**config.mk**
```make
export PLATFORM = sky130hd
export DESIGN_NAME = sa2_ctrl_flat
export DESIGN_NICKNAME = d
export VERILOG_FILES = /design/src/rtl/sa2_pkg.sv /design/src/rtl/sa2_if.sv /design/src/rtl/sa2_obuf.sv /design/src/rtl/sa2_ctrl.sv /design/src/flat_wrapper.sv
export SDC_FILE = /design/constraint.sdc
export NUM_CORES = 1
export LEC_CHECK = 0
export CELL_PAD_IN_SITES_DETAIL_PLACEMENT = 2
export CELL_PAD_IN_SITES_GLOBAL_PLACEMENT = 2
export CORE_MARGIN = 5
export CORE_UTILIZATION = 30
export DETAILED_ROUTE_END_ITERATION = 16
export PLACE_DENSITY_LB_ADDON = 0.2
export SYNTH_ARGS = -nofsm -noshare
export SYNTH_HDL_FRONTEND = slang
export SYNTH_HIERARCHICAL = 1
export SYNTH_SLANG_ARGS = --single-unit
```
**constraint.sdc**
```tcl
create_clock -name clk -period 2.9 [get_ports clk]
set_input_delay 0.435 -clock clk [delete_from_list [all_inputs] [get_ports clk]]
set_output_delay 0.435 -clock clk [all_outputs]
set_load 0.005 [all_outputs]
```
**src/rtl/sa2_pkg.sv**
```systemverilog
// Shared types and sizes for the 2x2 systolic-array controller.
// Pulled in by every sa2_* file via import sa2_pkg::*.
package sa2_pkg;
  localparam int DW  = 8;
  localparam int N_A = 16;
  localparam int N_B = 9;
  localparam int N_C = 4;

  localparam int A_W = N_A * DW;
  localparam int B_W = N_B * DW;
  localparam int C_W = N_C * DW;

  typedef enum logic [2:0] {
    IDLE   = 3'd0,
    LOAD_A = 3'd1,
    LOAD_B = 3'd2,
    RUN    = 3'd3,
    OUT    = 3'd4
  } sa2_state_t;
endpackage

```
**src/rtl/sa2_if.sv**
```systemverilog
// Host-side bundle of sa2_ctrl: start, operand stream, result stream, status.
// master = host driving the controller, slave = the controller itself.
interface sa2_if;
  import sa2_pkg::*;

  logic          start;
  logic          in_valid;
  logic          in_ready;
  logic [DW-1:0] in_data;
  logic          out_valid;
  logic          out_ready;
  logic [DW-1:0] out_data;
  logic          out_last;
  logic          busy;
  logic          err;

  modport master (
    output start, in_valid, in_data, out_ready,
    input  in_ready, out_valid, out_data, out_last, busy, err
  );

  modport slave (
    input  start, in_valid, in_data, out_ready,
    output in_ready, out_valid, out_data, out_last, busy, err
  );
endinterface

```
**src/rtl/sa2_obuf.sv**
```systemverilog
// Result buffer and byte serializer: captures {c22,c21,c12,c11} on load and
// streams c11..c22 over valid/ready, flagging last on c22.
module sa2_obuf
  import sa2_pkg::*;
(
  input  logic           clk,
  input  logic           rst,
  input  logic           load,
  input  logic [C_W-1:0] c_in,
  output logic           valid,
  input  logic           ready,
  output logic [DW-1:0]  data,
  output logic           last,
  output logic           done
);
  logic [C_W-1:0] buf_reg;
  logic [1:0]     idx_reg;
  logic           valid_reg;

  always_ff @(posedge clk or negedge rst) begin
    if (!rst) begin
      buf_reg   <= '0;
      idx_reg   <= '0;
      valid_reg <= 1'b0;
    end else if (load) begin
      buf_reg   <= c_in;
      idx_reg   <= '0;
      valid_reg <= 1'b1;
    end else if (valid_reg && ready) begin
      if (idx_reg == 2'(N_C - 1)) begin
        valid_reg <= 1'b0;
        idx_reg   <= '0;
      end else begin
        idx_reg <= idx_reg + 2'd1;
      end
    end
  end

  // Data is a mux of registered state, so it cannot move while stalled.
  assign valid = valid_reg;
  assign data  = buf_reg[idx_reg*DW +: DW];
  assign last  = valid_reg && (idx_reg == 2'(N_C - 1));
  assign done  = valid_reg && ready && last;
endmodule

```
**src/rtl/sa2_ctrl.sv**
```systemverilog
// Controller for a 2x2 systolic array: loads A (16 B) and B (9 B) banks,
// runs the array, serializes results. Optional RUN watchdog: SA2_TIMEOUT_EN.
module sa2_ctrl
  import sa2_pkg::*;
#(
  parameter int TIMEOUT_CYC = 64
) (
  input  logic           clk,
  input  logic           rst,
  sa2_if.slave           host,
  output logic [A_W-1:0] a_flat,
  output logic [B_W-1:0] b_flat,
  output logic           active_sa2,
  input  logic           done_sa2,
  input  logic [C_W-1:0] c_flat
);
  sa2_state_t    state_reg;
  logic [3:0]    ld_idx_reg;
  logic          in_ready_reg;
  logic          active_reg;
  logic          busy_reg;
  logic          obuf_done;
  logic [DW-1:0] a_bank_reg [N_A];
  logic [DW-1:0] b_bank_reg [N_B];

  wire beat    = host.in_valid && in_ready_reg;
  wire capture = (state_reg == RUN) && done_sa2;

`ifdef SA2_TIMEOUT_EN
  localparam int RCW = $clog2(TIMEOUT_CYC) + 1;
  logic [RCW-1:0] run_cnt_reg;
  logic           err_reg;
  assign host.err = err_reg;
`else
  assign host.err = 1'b0;
`endif

  always_ff @(posedge clk or negedge rst) begin
    if (!rst) begin
      state_reg    <= IDLE;
      ld_idx_reg   <= '0;
      in_ready_reg <= 1'b0;
      active_reg   <= 1'b0;
      busy_reg     <= 1'b0;
`ifdef SA2_TIMEOUT_EN
      run_cnt_reg  <= '0;
      err_reg      <= 1'b0;
`endif
    end else begin
      case (state_reg)
        IDLE: if (host.start) begin
          state_reg    <= LOAD_A;
          ld_idx_reg   <= '0;
          in_ready_reg <= 1'b1;
          busy_reg     <= 1'b1;
`ifdef SA2_TIMEOUT_EN
          err_reg      <= 1'b0;
`endif
        end
        LOAD_A: if (beat) begin
          if (ld_idx_reg == 4'(N_A - 1)) begin
            state_reg  <= LOAD_B;
            ld_idx_reg <= '0;
          end else begin
            ld_idx_reg <= ld_idx_reg + 4'd1;
          end
        end
        LOAD_B: if (beat) begin
          if (ld_idx_reg == 4'(N_B - 1)) begin
            state_reg    <= RUN;
            ld_idx_reg   <= '0;
            in_ready_reg <= 1'b0;
            active_reg   <= 1'b1;
`ifdef SA2_TIMEOUT_EN
            run_cnt_reg  <= '0;
`endif
          end else begin
            ld_idx_reg <= ld_idx_reg + 4'd1;
          end
        end
        RUN: begin
          // A done arriving on the final watchdog cycle still counts as success.
          if (done_sa2) begin
            state_reg  <= OUT;
            active_reg <= 1'b0;
          end
`ifdef SA2_TIMEOUT_EN
          else if (run_cnt_reg == RCW'(TIMEOUT_CYC - 1)) begin
            state_reg  <= IDLE;
            active_reg <= 1'b0;
            busy_reg   <= 1'b0;
            err_reg    <= 1'b1;
          end else begin
            run_cnt_reg <= run_cnt_reg + 1'b1;
          end
`endif
        end
        OUT: if (obuf_done) begin
          state_reg <= IDLE;
          busy_reg  <= 1'b0;
        end
        default: begin
          state_reg    <= IDLE;
          in_ready_reg <= 1'b0;
          active_reg   <= 1'b0;
          busy_reg     <= 1'b0;
        end
      endcase
    end
  end

  // Operand banks: one byte register per slot, written only by its own beat.
  genvar gi;
  generate
    for (gi = 0; gi < N_A; gi++) begin : g_a_bank
      always_ff @(posedge clk or negedge rst) begin
        if (!rst)
          a_bank_reg[gi] <= '0;
        else if (state_reg == LOAD_A && beat && ld_idx_reg == 4'(gi))
          a_bank_reg[gi] <= host.in_data;
      end
      assign a_flat[gi*DW +: DW] = a_bank_reg[gi];
    end
    for (gi = 0; gi < N_B; gi++) begin : g_b_bank
      always_ff @(posedge clk or negedge rst) begin
        if (!rst)
          b_bank_reg[gi] <= '0;
        else if (state_reg == LOAD_B && beat && ld_idx_reg == 4'(gi))
          b_bank_reg[gi] <= host.in_data;
      end
      assign b_flat[gi*DW +: DW] = b_bank_reg[gi];
    end
  endgenerate

  assign host.in_ready = in_ready_reg;
  assign host.busy     = busy_reg;
  assign active_sa2    = active_reg;

  sa2_obuf u_obuf (
    .clk   (clk),
    .rst   (rst),
    .load  (capture),
    .c_in  (c_flat),
    .valid (host.out_valid),
    .ready (host.out_ready),
    .data  (host.out_data),
    .last  (host.out_last),
    .done  (obuf_done)
  );
endmodule

```
**src/flat_wrapper.sv**
```systemverilog
// flat-port wrapper written by rule: the top's interface ports become plain ports
module sa2_ctrl_flat import sa2_pkg::*;
#(
  parameter int TIMEOUT_CYC = 64
)
  (clk, rst, a_flat, b_flat, active_sa2, done_sa2, c_flat, host_start, host_in_valid, host_in_data, host_out_ready, host_in_ready, host_out_valid, host_out_data, host_out_last, host_busy, host_err);
  sa2_if host_i ();
  input  logic clk;
  input  logic rst;
  output logic [A_W-1:0] a_flat;
  output logic [B_W-1:0] b_flat;
  output logic active_sa2;
  input  logic done_sa2;
  input  logic [C_W-1:0] c_flat;
  input wire logic [$bits(host_i.start)-1:0] host_start;
  input wire logic [$bits(host_i.in_valid)-1:0] host_in_valid;
  input wire logic [$bits(host_i.in_data)-1:0] host_in_data;
  input wire logic [$bits(host_i.out_ready)-1:0] host_out_ready;
  output wire logic [$bits(host_i.in_ready)-1:0] host_in_ready;
  output wire logic [$bits(host_i.out_valid)-1:0] host_out_valid;
  output wire logic [$bits(host_i.out_data)-1:0] host_out_data;
  output wire logic [$bits(host_i.out_last)-1:0] host_out_last;
  output wire logic [$bits(host_i.busy)-1:0] host_busy;
  output wire logic [$bits(host_i.err)-1:0] host_err;
  assign host_i.start = host_start;
  assign host_i.in_valid = host_in_valid;
  assign host_i.in_data = host_in_data;
  assign host_i.out_ready = host_out_ready;
  assign host_in_ready = host_i.in_ready;
  assign host_out_valid = host_i.out_valid;
  assign host_out_data = host_i.out_data;
  assign host_out_last = host_i.out_last;
  assign host_busy = host_i.busy;
  assign host_err = host_i.err;
  sa2_ctrl #(.TIMEOUT_CYC(TIMEOUT_CYC)) u_core (.clk(clk), .rst(rst), .host(host_i), .a_flat(a_flat), .b_flat(b_flat), .active_sa2(active_sa2), .done_sa2(done_sa2), .c_flat(c_flat));
endmodule
```
Logic cells by family:
(2 px per um)
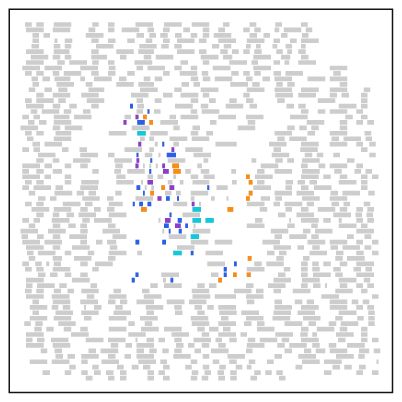
| colour | family | cells | where |
|---|---|---|---|
| orange | and/or cells | 16 | centre |
| purple | aoi and oai cells | 14 | centre |
| cyan | fa/ha/maj cells | 6 | centre |
| blue | nand cells | 31 | centre |

Clock routing:
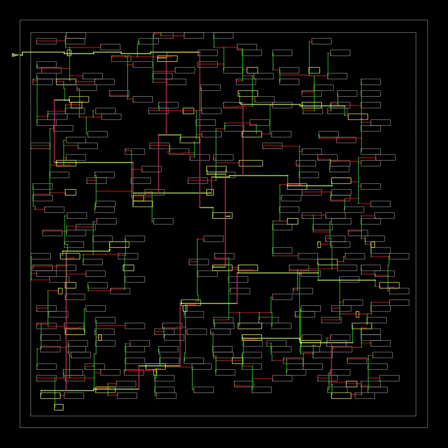
clk_skew: 19.1 ps
clk_lat worst skew: 550 ps
clock network power: 3.72 mW

==> out/metrics.cfg <==
[outcome]
status = complete, no violations

[final_timing]
hold_ws_ps = 457
tightest_slew_ps = 635
slew_viol_final = 0
hold_viol = 0
setup_viol = 0
finalCritPeriodShare_pct = 94.4
finalSetupTns_ps = 0
max_freq_mhz = 365
relSlewSlack_pct = 57.5

[yosys]
syn_inst = 624
synth.ff_latch_count = 245
yosysCellCount = 624
top_area_share_pct = 62.5
yosys_warnings = 6
synth_seq_share_pct = 62.5
synthArstFlopShare_pct = 100
avgSynthCellArea_sq_um = 15.7
topCellsByArea = dfrtp_1, mux2_2, mux4_2
netlist_area_sq_mm = 0.00981
synth_cell_types = 46
ys_area_sq_mm = 0.00981
fp_nets = 676
top_area_cell = dfrtp_1

[power]
ir_drop_v = 0.000514
powerDensity_mw_per_mm2 = 1010
p_seq_share_pct = 39.3
p_leak_nw = 6.27
switchingPower_mw = 3.96
power.total_mw = 14.1
p_clk_share_pct = 26.4
p_int_mw = 10.1

[drt]
dr_total_vias = 6379
drt_iter0_drc = 158
ant_nets = 0
routedWlPerCell_um = 23.1
drc = 0
drt_first_pass_iters = 4
via_per_inst = 4.69
drt_wl_total_um = 31500

[global_routing]
grt.total_usage_pct = 17.0
grt_pass1_vias = 7440
use_met2_pct = 30.0
grt.met1_usage_pct = 20.9
grt_overflow = 0
use_met3_pct = 4.96
grt_pass1_wl_um = 47900
busiest_layer = met2
antenna_found_initial = 3

[setup_path]
path_max_fanout = 7
crit_arrival_ps = 2300
required_ps = 2470
critPathKind = reg2out
cpPeakStageDelay_ps = 540
cp_top_family = buffers and inverters
crit_chain = buf_4 -> mux4_2 -> clkdlybuf4s50_1
path_buffers = 2

[layout]
drive_gt1_share_pct = 35.3
final_cell_mix = clkdlybuf4s50_1, dfrtp_1, mux2_2, clkbuf_16, buf_4
largest_reg_flops = 128
syn_to_final_growth_pct = 42.3
nFillCells = 3179
layout_top_cell = clkdlybuf4s50_1
fin_nets = 948

[worst_hold_path]
min_path_type = in2async

[placement]
gpl.final_weighted_congestion = 0.754
dpl.hpwl_um = 21600
dp_cells = 1306

[clock_tree]
clockBufferDepth = 3
cts_root_buf = clkbuf_16
clock_sinks = 245
cts_tree = yes
htreeDepth = 1
path_clk_slew_ps = 60
post-cts-setup-buffer-count = 0

[die]
dieWidth_um = 191
initial_utilization_pct = 30.3
die_area_sq_mm = 0.0364
rows = 66
core-area_sq_mm = 0.0324

[flow_run]
cap_violations = 0

Ports around the boundary:
(2 px per um) Pins as bars across the die edge, other pins in grey.
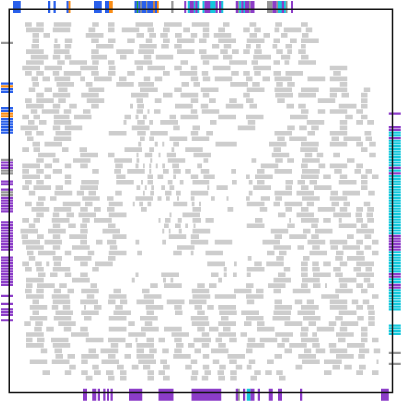
| colour | port | pins | direction | edge |
|---|---|---|---|---|
| green | host_out_ready | 1 | input | top |
| blue | c_flat | 32 | input | 21 top, 11 left |
| cyan | b_flat | 72 | output | 57 right, 13 top, 2 bottom |
| orange | host_out_data | 8 | output | 5 top, 3 left |
| purple | a_flat | 128 | output | 53 bottom, 40 left, 19 top, 16 right |
die height: 191 um
Port Buffer Count: 258

-- metal layers --
metal  part of all wire, %  wire, um
met2                    50     15800
met4                   1.5       463
met1                    41     12700
met3                   7.7      2430
met5                 0.045        14
-- power groups by stage --
stage	Combinational (mW)	Clock, mW	Sequential (mW)
final	4.82	3.72	5.54
after CTS	4.95	3.86	5.58
after global placement	4.76	0	5.51
after floorplan	1.94	0	5.36
after global routing	5.21	3.99	5.72
after detailed placement	4.90	0	5.62
-- metrics by stage --
step | utilization, % | setup WS [ps] | instance area (sq um)
6_report | 43.1 | 162 | 14000
5_1_grt | 43.1 | 0.858 | 14000
4_1_cts | 43.1 | 65.9 | 14000
3_5_place_dp | 40.0 | 286 | 13000
3_3_place_gp | 40.0 | 342 | 13000
2_1_floorplan | - | 960 | 9810
-- cells in the mapped netlist, drive strengths merged (2+ instances only) --
| cell type | count |
|---|---|
| a21bo | 2 |
| nand4 | 4 |
| or3 | 2 |
| mux2 | 233 |
| dfrtp | 245 |
| and3 | 10 |
| o21ai | 4 |
| nor3 | 5 |
| a21oi | 4 |
| nor2b | 2 |
| buf | 28 |
| nand2b | 4 |
| inv | 7 |
| nand3 | 10 |
| nand2 | 11 |
| clkbuf | 12 |
| a21o | 2 |
| mux4 | 8 |
| o311ai | 2 |
| nor2 | 6 |
| ha | 6 |
-- path summary, 6_finish.rpt --
| check | end | cells past startpoint | start | slack, ps |
|---|---|---|---|---|
| worst max-delay path | host_out_data[4] | 3 | u_core/u_obuf/idx_reg[0] | 160 |
| worst min-delay path | u_core/a_flat[28] | 2 | rst | 460 |
| worst max register to register | u_core/b_flat[47] | 4 | u_core/ld_idx_reg[2] | 490 |
| worst min register to register | u_core/a_flat[88] | 1 | u_core/a_flat[88] | 500 |
| max in group asynchronous | u_core/u_obuf/buf_reg[10] | 3 | rst | 1610 |
| min in group clk | u_core/a_flat[88] | 1 | u_core/a_flat[88] | 500 |
-- cells by family after synthesis --
kind of cell	count (synthesis)	synth area share, %
flip-flops	245	62.5
AND/OR/NAND/NOR	63	4.14
multiplexers	241	28.6
XOR/XNOR	1	0.0893
adder cells (fa/ha/maj)	6	0.765
other	1	0.0382
AND-OR/OR-AND	20	1.44
buffers and inverters	47	2.45
-- final cells by class --
class,count,area [sq um],share of cell area [%]
Inverter,7,26.3,0.188
Timing Repair Buffer,281,2800,20.1
Tap cell,442,553,3.96
Multi-Input combinational cell,332,3450,24.7
Clock inverter,8,100,0.717
Clock buffer,44,892,6.39
Sequential cell,245,6130,43.9
-- worst reg2reg max path, stage by stage (launching register included) --
cell and delay [ps]:
dfrtp_1 680, inv_1 180, nor2_1 480, and3_1 540, mux2_2 400
-- what timing repair did --
item	CTS	global route
hold buffers	1	0
endpoints found under the hold margin	73	0
setup endpoints to repair	0	0
gates resized	0	0
Power is estimated from default activity; no workload was simulated.
